$ cat src/rtl/mem_access_arbiter_if.sv
// Bus bundle between the fetch/request units, the arbiter and the single-port RAM.
// The slave modport is the arbiter's view; the master modport is the requester/RAM side.
interface mem_access_arbiter_if #(
  parameter int unsigned WORD_W = 32
);
  logic              iREN;
  logic [WORD_W-1:0] iaddr;
  logic              dREN;
  logic              dWEN;
  logic [WORD_W-1:0] daddr;
  logic [WORD_W-1:0] dstore;
  logic [1:0]        ramstate;
  logic [WORD_W-1:0] ramload;
  logic              ramREN;
  logic              ramWEN;
  logic [WORD_W-1:0] ramaddr;
  logic [WORD_W-1:0] ramstore;
  logic              iwait;
  logic              dwait;
  logic [WORD_W-1:0] iload;
  logic [WORD_W-1:0] dload;
  logic              err;

  modport slave (
    input  iREN, iaddr, dREN, dWEN, daddr, dstore, ramstate, ramload,
    output ramREN, ramWEN, ramaddr, ramstore, iwait, dwait, iload, dload, err
  );

  modport master (
    output iREN, iaddr, dREN, dWEN, daddr, dstore, ramstate, ramload,
    input  ramREN, ramWEN, ramaddr, ramstore, iwait, dwait, iload, dload, err
  );
endinterface

$ cat src/rtl/mem_access_arbiter.sv
// Single-port RAM arbiter: data-first priority with alternation to keep fetch from starving.
// Optional grant timeout enabled by defining MEM_ARB_TIMEOUT_EN.
module mem_access_arbiter #(
  parameter int unsigned WORD_W         = 32,
  parameter int unsigned TIMEOUT_CYCLES = 64,
  parameter int unsigned CNT_W          = 8
) (
  input logic                  CLK,
  input logic                  RST,
  mem_access_arbiter_if.slave  bus
);

  localparam logic [1:0]        RS_ACCESS = 2'd2;
  localparam logic [1:0]        RS_ERROR  = 2'd3;
  localparam logic [WORD_W-1:0] ZERO      = '0;

  if (TIMEOUT_CYCLES == 0 || $clog2(TIMEOUT_CYCLES + 1) > int'(CNT_W)) begin : g_cnt_w_check
    $error("CNT_W too narrow for TIMEOUT_CYCLES");
  end

  typedef enum logic [1:0] {
    IDLE  = 2'd0,
    DATA  = 2'd1,
    INSTR = 2'd2
  } state_t;

  state_t state, state_n;
  logic   last_d, last_d_n;
  logic   dreq, done, rerr, tmo, abort;

  // State and fairness bit
  always_ff @(posedge CLK) begin
    if (RST) begin
      state  <= IDLE;
      last_d <= 1'b0;
    end else begin
      state  <= state_n;
      last_d <= last_d_n;
    end
  end

`ifdef MEM_ARB_TIMEOUT_EN
  logic [CNT_W-1:0] cnt;

  // Cycles spent in the current grant; cleared whenever the FSM passes through IDLE
  always_ff @(posedge CLK) begin
    if (RST) begin
      cnt <= '0;
    end else if (state != IDLE && state_n != IDLE) begin
      cnt <= cnt + CNT_W'(1);
    end else begin
      cnt <= '0;
    end
  end

  assign tmo = (state != IDLE) && (cnt == CNT_W'(TIMEOUT_CYCLES - 1));
`else
  assign tmo = 1'b0;
`endif

  // Next state, RAM drive and per-port handshake
  always_comb begin
    dreq  = bus.dREN | bus.dWEN;
    done  = (bus.ramstate == RS_ACCESS) || (bus.ramstate == RS_ERROR);
    rerr  = (bus.ramstate == RS_ERROR);
    abort = rerr || (!done && tmo);

    state_n      = state;
    last_d_n     = last_d;
    bus.ramREN   = 1'b0;
    bus.ramWEN   = 1'b0;
    bus.ramaddr  = ZERO;
    bus.ramstore = ZERO;
    bus.iwait    = bus.iREN;
    bus.dwait    = dreq;
    bus.iload    = ZERO;
    bus.dload    = ZERO;
    bus.err      = 1'b0;

    case (state)
      IDLE: begin
        if (dreq && bus.iREN) begin
          state_n = last_d ? INSTR : DATA;
        end else if (dreq) begin
          state_n = DATA;
        end else if (bus.iREN) begin
          state_n = INSTR;
        end
      end
      DATA: begin
        bus.ramaddr  = bus.daddr;
        bus.ramstore = bus.dstore;
        bus.ramWEN   = bus.dWEN;
        bus.ramREN   = bus.dREN & ~bus.dWEN;
        if (!dreq) begin
          state_n = IDLE;
        end else if (done || tmo) begin
          bus.dwait = 1'b0;
          bus.dload = abort ? ZERO : bus.ramload;
          bus.err   = abort;
          state_n   = IDLE;
          last_d_n  = 1'b1;
        end
      end
      INSTR: begin
        bus.ramaddr = bus.iaddr;
        bus.ramREN  = 1'b1;
        if (!bus.iREN) begin
          state_n = IDLE;
        end else if (done || tmo) begin
          bus.iwait = 1'b0;
          bus.iload = abort ? ZERO : bus.ramload;
          bus.err   = abort;
          state_n   = IDLE;
          last_d_n  = 1'b0;
        end
      end
      default: state_n = IDLE;
    endcase

    // Reset silences the RAM port in the same cycle it is asserted
    if (RST) begin
      bus.ramREN   = 1'b0;
      bus.ramWEN   = 1'b0;
      bus.ramaddr  = ZERO;
      bus.ramstore = ZERO;
      bus.iwait    = 1'b1;
      bus.dwait    = 1'b1;
      bus.iload    = ZERO;
      bus.dload    = ZERO;
      bus.err      = 1'b0;
    end
  end

endmodule

$ cat src/flat_wrapper.sv
// flat-port wrapper written by rule: the top's interface ports become plain ports
module mem_access_arbiter_flat 
#(
  parameter int unsigned WORD_W         = 32,
  parameter int unsigned TIMEOUT_CYCLES = 64,
  parameter int unsigned CNT_W          = 8
)
  (CLK, RST, bus_iREN, bus_iaddr, bus_dREN, bus_dWEN, bus_daddr, bus_dstore, bus_ramstate, bus_ramload, bus_ramREN, bus_ramWEN, bus_ramaddr, bus_ramstore, bus_iwait, bus_dwait, bus_iload, bus_dload, bus_err);
  mem_access_arbiter_if #(.WORD_W(WORD_W)) bus_i ();
  input logic CLK;
  input logic RST;
  input wire logic [$bits(bus_i.iREN)-1:0] bus_iREN;
  input wire logic [$bits(bus_i.iaddr)-1:0] bus_iaddr;
  input wire logic [$bits(bus_i.dREN)-1:0] bus_dREN;
  input wire logic [$bits(bus_i.dWEN)-1:0] bus_dWEN;
  input wire logic [$bits(bus_i.daddr)-1:0] bus_daddr;
  input wire logic [$bits(bus_i.dstore)-1:0] bus_dstore;
  input wire logic [$bits(bus_i.ramstate)-1:0] bus_ramstate;
  input wire logic [$bits(bus_i.ramload)-1:0] bus_ramload;
  output wire logic [$bits(bus_i.ramREN)-1:0] bus_ramREN;
  output wire logic [$bits(bus_i.ramWEN)-1:0] bus_ramWEN;
  output wire logic [$bits(bus_i.ramaddr)-1:0] bus_ramaddr;
  output wire logic [$bits(bus_i.ramstore)-1:0] bus_ramstore;
  output wire logic [$bits(bus_i.iwait)-1:0] bus_iwait;
  output wire logic [$bits(bus_i.dwait)-1:0] bus_dwait;
  output wire logic [$bits(bus_i.iload)-1:0] bus_iload;
  output wire logic [$bits(bus_i.dload)-1:0] bus_dload;
  output wire logic [$bits(bus_i.err)-1:0] bus_err;
  assign bus_i.iREN = bus_iREN;
  assign bus_i.iaddr = bus_iaddr;
  assign bus_i.dREN = bus_dREN;
  assign bus_i.dWEN = bus_dWEN;
  assign bus_i.daddr = bus_daddr;
  assign bus_i.dstore = bus_dstore;
  assign bus_i.ramstate = bus_ramstate;
  assign bus_i.ramload = bus_ramload;
  assign bus_ramREN = bus_i.ramREN;
  assign bus_ramWEN = bus_i.ramWEN;
  assign bus_ramaddr = bus_i.ramaddr;
  assign bus_ramstore = bus_i.ramstore;
  assign bus_iwait = bus_i.iwait;
  assign bus_dwait = bus_i.dwait;
  assign bus_iload = bus_i.iload;
  assign bus_dload = bus_i.dload;
  assign bus_err = bus_i.err;
  mem_access_arbiter #(.WORD_W(WORD_W), .TIMEOUT_CYCLES(TIMEOUT_CYCLES), .CNT_W(CNT_W)) u_core (.CLK(CLK), .RST(RST), .bus(bus_i));
endmodule
$ cat config.mk
export PLATFORM = sky130hd
export DESIGN_NAME = mem_access_arbiter_flat
export DESIGN_NICKNAME = d
export VERILOG_FILES = /design/src/rtl/mem_access_arbiter_if.sv /design/src/rtl/mem_access_arbiter.sv /design/src/flat_wrapper.sv
export SDC_FILE = /design/constraint.sdc
export NUM_CORES = 1
export LEC_CHECK = 0
export CAP_MARGIN = 10
export CORE_AREA = 3 3 103 105
export DETAILED_ROUTE_END_ITERATION = 10
export DIE_AREA = 0 0 106 108
export PLACE_DENSITY = 0.6
export SYNTH_ARGS = -nofsm -noshare
export SYNTH_HDL_FRONTEND = slang
export SYNTH_SLANG_ARGS = --single-unit
$ cat constraint.sdc
create_clock -name CLK -period 2.2 [get_ports CLK]
set_input_delay 0.44 -clock CLK [delete_from_list [all_inputs] [get_ports CLK]]
set_output_delay 0.44 -clock CLK [all_outputs]
set_load 0.03 [all_outputs]
==> results.toml, run 1 <==
# flow metrics
[worst_hold_path]
min_to = "u_core.last_d"
hold_depth = 1
worstHoldStart = "u_core.last_d"
worstHoldPathType = "reg -> reg"

[clocking]
root_buffer = "clkbuf_8"
cts_buffer_depth = 2
htree_levels = 1
clock_sinks = 3
cts_resized = 10
cts-buffers-inserted = 3
holdBufCountCts = 0
insertion_delay_ns = 0.22
cts_tree = "yes"
postCtsSetupBuffers = 1

[global_routing]
groute.layer.met1.usage_pct = 15.95
antenna_found_initial = 0
grt_util_met2_pct = 29.83
grt_most_used_layer = "met2"
use_met3_pct = 4.358
first_global_vias = 2800
grt_usage_pct = 15.27

[synth]
ys_seq_share_pct = 4.064
netlist_area_um2 = 1478
yosys_cells = 231
simple_gate_share_pct = 61.39
adder_share_pct = 3.387
xor_share_pct = 0
mux_area_share_pct = 0
topCombFamilyByArea = "simple AND/OR/NAND/NOR gates"
yosysWarnings = 0
synthAoiAreaFrac_pct = 21.51
synth.avg_cell_area_um2 = 6.397
yosysChipArea_um2 = 1478
ys_types = 34

[finish]
areaGrowthSynthToFinish_pct = 200.4
clkCellAreaFrac_pct = 1.015
final_layout_size_suffix_gt1_share_pct = 42.94
bufAreaShareNonClock_pct = 63.13
largest_class = "non-clock buffers"
ff_count = 3
fillers = 986
seqCellArea_um2 = 62.56
seq-cell-share_pct = 1.409

[timing]
fin_crit_sh_pct = 98.46
hold_viol = 0
worst_pin_slew_ns = 0.3531
setup_violations = 0
slew_viol_final = 0
setup_ws_ns = 0.03393
fin_hold_ws_ns = 0.5393

[flow_run]
openroad.warnings = 29
drv_cap = 0

[critical_path]
end_kind = "output pin"
rrSetupSlack_ns = 0.59
crit-reg2reg-launch = "u_core.state[0]"
cp_slowest_cell = "clkdlybuf4s50_1"
cpLargestDelayFamily = "simple AND/OR/NAND/NOR gates"
r2r-end = "u_core.state[1]"
start_kind = "primary input"
slowest_delay_ns = 0.42
cp.depth = 5
setup.worst_path.start = "bus_dREN"
endpoint = "bus_dload[11]"
r2r_cells = 6
arrival_ns = 1.73

[routing]
drc = 0
first_iter_violations = 219
top_layer = "met4"
m1WireLength_um = 3892
detail_route.vias_per_cell = 4.489
wl_met2_um = 5546
met3_wirelength_um = 967
antenna_left = 0
drt-wirelength-per-cell_um = 16.61

[pwr]
power_w = 0.001034
power.density_nw_per_um2 = 232.8

[die]
initial_core_util_pct = 15.19
rows = 36
die_w_um = 106
io_pins = 268
fp.coreArea_um2 = 9729

[placement]
port_buffers = 267
dp.cells = 619
gp_congestion = 0.8531
pre_cts_slack_ns = -0.06012

[outcome]
status = "finished, final reports clean"
## run 1: registers in the layout, summed over array words and instances (netlist names)
name           cells
u_core.state       2
u_core.last_d      1
## run 1: synth_stat cells
cell / number / area [um2]
nor2_1: 36 / 135.1
and3_2: 35 / 262.8
a22oi_1: 32 / 240.2
and2_1: 31 / 193.9
and3_1: 29 / 181.4
clkbuf_1: 16 / 60.06
buf_2: 7 / 35.03
nand2_1: 6 / 22.52
ha_1: 4 / 50.05
inv_1: 4 / 15.01
and2_2: 3 / 22.52
dfxtp_1: 3 / 60.06
buf_6: 2 / 22.52
clkbuf_2: 2 / 10.01
o31ai_1: 2 / 15.01
a211o_1: 1 / 8.760
a211oi_1: 1 / 7.510
a21o_2: 1 / 8.760
a31oi_1: 1 / 6.260
a32o_1: 1 / 10.01
and2_4: 1 / 8.760
and2b_1: 1 / 7.510
and4bb_2: 1 / 12.51
nand4_1: 1 / 6.260
nor2_2: 1 / 6.260
nor2b_1: 1 / 6.260
nor2b_4: 1 / 13.76
nor3_1: 1 / 5.000
nor3b_1: 1 / 7.510
nor4b_1: 1 / 8.760
o2111ai_1: 1 / 8.760
o21a_1: 1 / 7.510
o21ai_0: 1 / 5.000
or2_1: 1 / 6.260
## run 1: power by group
part / switching (W) / total [W] / internal [W]
registers: 0.00000654 / 0.0000672 / 0.0000606
clock network: 0.0000424 / 0.000167 / 0.000124
logic: 0.000367 / 0.000800 / 0.000433
total: 0.000416 / 0.00103 / 0.000618
## run 1: metrics by stage
step	area, um2	TNS [ns]	utilization [%]
floorplan	1478	0	-
global placement	4119	-0.3960	42.34
detailed placement	4119	-1.390	42.34
CTS	4217	0	43.34
global route	4439	-0.002805	45.63
finish	4439	0	45.63
### Signal wires on met1, run 1

The bar under the picture is 20 um long. Cells faint in the background.
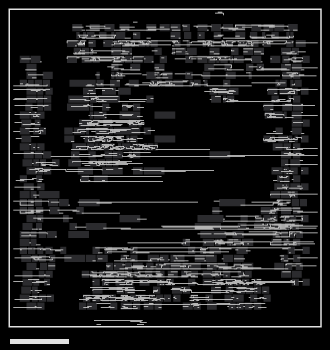
519 nets have wire on it. The longest straight run is 41.9 um. The wires run mostly horizontal.
vias: 2855
Post-Route WL: 10560 um

### Signal wires on met2, run 1

Cells faint in the background.
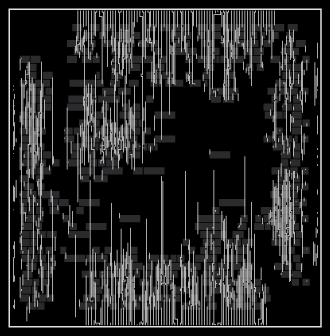
The layer carries 5550 um of wire. The longest straight run is 52.9 um. The wires run mostly vertical.

### M3 wires, run 1

The bar under the picture is 20 um long. Cells faint in the background.
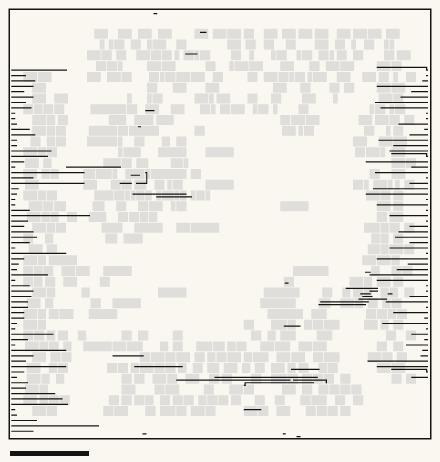
The wires run mostly horizontal. The layer carries 968 um of wire.

### Zoomed window, run 1

Window x 12 to 42, y 12 to 42 um. Cells in gray, sequential cells in the stronger gray; small squares are vias.
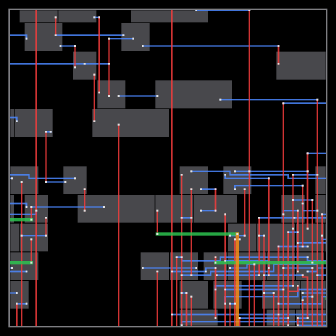
Key: M1 = blue; M3 = green; M4 = orange; M2 = red
36 logic cells have their middle in the window. Most frequent: clkdlybuf4s50_1 (8), buf_4 (8), and3_2 (7). Sequential cells in the window: 0.

==> run 2: changes to the inputs <==
==> constraint.sdc (replaced) <==
create_clock -name CLK -period 2.6 [get_ports CLK]
set_input_delay 0.52 -clock CLK [delete_from_list [all_inputs] [get_ports CLK]]
set_output_delay 0.52 -clock CLK [all_outputs]
set_load 0.03 [all_outputs]
==> run 2 against run 1 <==
Net effect: routed wire length is 12% lower; area after synthesis unchanged; clock skew is 0.0071 ns higher; sequential power is 19% lower; critical path depth did not move; clock power decreased by 14%; utilization decreased by 3.6 points; setup slack improved by 0.063 ns; cell count shrank 3.1%; combinational power shrank 23%; non-clock buffer count decreased by 16; critical endpoint is now bus_dload[18].
==> results.toml, run 2 <==
# flow metrics
[outcome]
status = "finished, final reports clean"

[timing]
max-slew-margin-rel_pct = 74.72
worst_pin_slew_ns = 0.3792
setup_violations = 0
fin_hold_ws_ns = 0.5631
fin_setup_tns_ns = 0
slew_viol_final = 0
hold_viol = 0
fin_crit_sh_pct = 96.27
max_freq_mhz = 399.5
period_needed_ns = 2.503
rsz0062_at_grt = "no"
clock_skew_ns = 0.009688

[placement]
port_buffers = 267
gp_congestion = 0.7750
dp.cells = 612
dp_hpwl_um = 7613

[critical_path]
crit_buf_inv = 2
slowest_delay_ns = 0.56
crit_path_max_fanout = 33
path_cells = "clkdlybuf4s50_1, nor2b_4, and2_4, and3_2, buf_4"
path_class = "in -> out"
cpLargestDelayFamily = "simple AND/OR/NAND/NOR gates"
cp_slowest_cell = "clkdlybuf4s50_1"
rrSetupSlack_ns = 0.94
worstPathRequired_ns = 2.08
crit-reg2reg-launch = "u_core.state[1]"
start_kind = "primary input"
end_kind = "output pin"
setup.worst_path.start = "RST"
arrival_ns = 1.98

[clocking]
root_buffer = "clkbuf_8"
cts_buffer_depth = 2
cts_tree = "yes"
cts_resized = 0
htree_levels = 1
holdBufCountCts = 0
insertion_delay_ns = 0.23
cts-buffers-inserted = 3
postCtsSetupBuffers = 0
clock_sinks = 3
clk_pin_slew_worst_paths_ns = 0.04

[finish]
num_antenna_cells = 0
fillers = 1025
largest_register_ffs = 2
combGateArea_um2 = 1275
final_cell_mix = "clkdlybuf4s50_1, buf_4, nor2_1, and3_2, a22oi_1"
fin_cells = 616
lay_top_count = "clkdlybuf4s50_1"
areaGrowthSynthToFinish_pct = 176.7
nets = 623
top_register = "u_core.state"
reg_top3 = "u_core.state x2, u_core.last_d x1"
seqCellArea_um2 = 60.06
final_layout_size_suffix_gt1_share_pct = 38.72

[synth]
synth.avg_cell_area_um2 = 6.397
synth_top_cell_by_count = "nor2_1"
syn_nets = 370
ys_types = 34
mux_area_share_pct = 0
numSynthFlops = 3
yosysChipArea_um2 = 1478
topCombFamilyByArea = "simple AND/OR/NAND/NOR gates"
xor_share_pct = 0
yosys_cells = 231
synth_async_sr_flop_share_pct = 0
ff_type = "dfxtp_1"
top_cells_by_count = "nor2_1, and3_2, a22oi_1"
yosys.area.top_type_share_pct = 17.78
synth-edff-count = 0
yosysWarnings = 0
adder_share_pct = 3.387
ys_seq_share_pct = 4.064
top_cells_by_area = "and3_2, a22oi_1, and2_1"
netlist_instances = 231
synthAoiAreaFrac_pct = 21.51
netlist_area_um2 = 1478
yosys.area.top_type = "and3_2"
simple_gate_share_pct = 61.39

[routing]
antenna_left = 0
drc = 0
detail_route.vias_per_cell = 4.378
drt-wirelength-per-cell_um = 15.04
vias = 2697
wl_um = 9262
dr.pass1.iters = 4
first_iter_violations = 139

[die]
io_pins = 268
fp.coreArea_um2 = 9729
dieArea_um2 = 11450
die_w_um = 106
initial_core_util_pct = 15.19
fp.dieH_um = 108

[worst_hold_path]
worstHoldStart = "u_core.last_d"
worstHoldPathType = "reg -> reg"

[global_routing]
grt_pass1_wl_um = 13700
first_global_vias = 2679
grt_usage_pct = 14.56
antenna_found_initial = 0
grt_max_degree = 65
gr-total-overflow = 0

[pwr]
power_w = 0.0008113
p_leak_nw = 2.024
power.density_nw_per_um2 = 198.4
max-vdd-ir-drop_mv = 0.1939

[flow_run]
drv_cap = 0
openroad.warnings = 29
run 2: cell counts after synthesis:
Identical to the previous run, type by type.
run 2: metal layers:
layer / track usage, % / up-vias / share of wire, % / wire length, um
met3: 4.896 / 17 / 9.4 / 875
met4: 2.960 / 0 / 1.9 / 175
li1: - / 1325 / - / -
met2: 27.82 / 143 / 53 / 4894
met1: 15.59 / 1212 / 36 / 3317
met5: 0 / - / 0 / 0
run 2: final cells by class:
class / count / share of cell area, %
timing repair buffer: 275 / 61.81
tap: 133 / 4.070
inverter: 4 / 0.3672
sequential: 3 / 1.469
clock buffer: 4 / 1.102
multi-input combinational: 197 / 31.18
run 2: final timing paths:
kind                                   endpoint  cells past startpoint
worst max-delay path              bus_dload[18]                      5
worst min-delay path              u_core.last_d                      1
worst max register to register  u_core.state[0]                      6
worst min register to register    u_core.last_d                      1
run 2: metrics by stage:
stage | setup slack [ns] | instance area (um2)
after detailed placement | 0.08689 | 4041
after CTS | 0.08629 | 4086
final | 0.09687 | 4089
after global routing | 0.0006986 | 4089
after global placement | 0.1087 | 4041
after floorplan | 0.4790 | 1478
run 2: power breakdown:
part | switching (W) | internal (W)
clock network | 0.0000387 | 0.000105
registers | 0.00000346 | 0.0000506
logic | 0.000286 | 0.000327
run 2: kinds of logic after synthesis:
group | Yosys count
DFF | 3
AOI/OAI and AO/OA | 42
and+or+nand+nor | 151
adders and majority gates | 4
buffers and inverters | 31
run 2: worst reg2reg max path, cell delays in order (launching register included):
cell and delay, ns:
dfxtp_1 0.32, inv_1 0.10, ha_1 0.17, buf_4 0.36
nor3b_1 0.23, a211oi_1 0.12, o31ai_1 0.25
### M3 wires, run 2

The bar under the picture is 20 um long. Cells faint in the background.
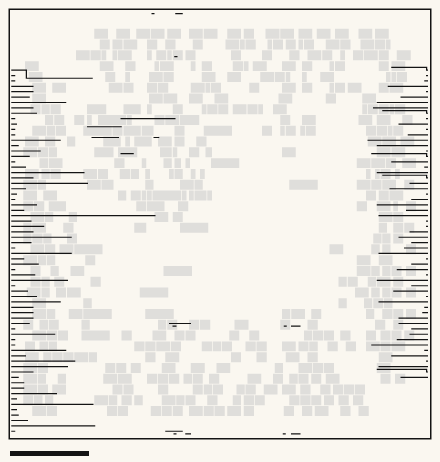
134 nets have wire on it. The layer holds 9.5% of the routed length. The longest straight run is 36.1 um. The wires run mostly horizontal.

### Placed standard cells, run 2

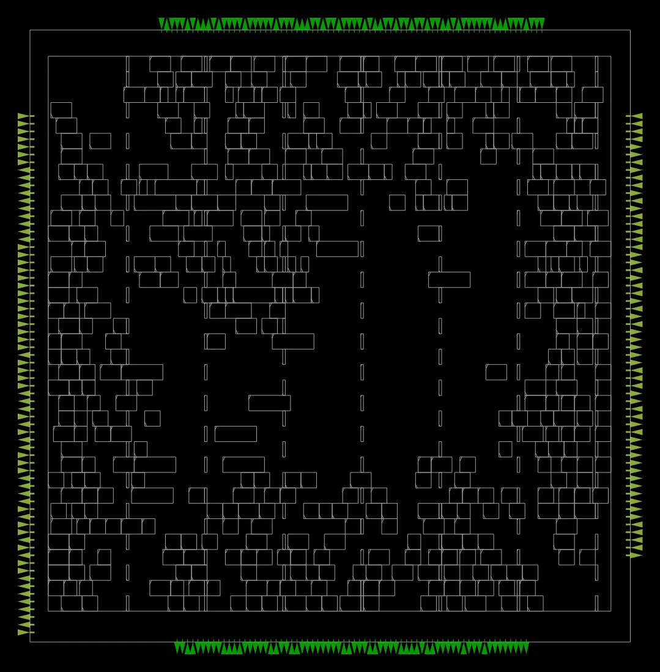
Seq cells: 3
flop share of the area: 1.469%
Site Rows: 36
Tap Count: 133
utilization after layout: 42.03%

Power figures rest on the tool's default switching activity, not on a simulated workload.
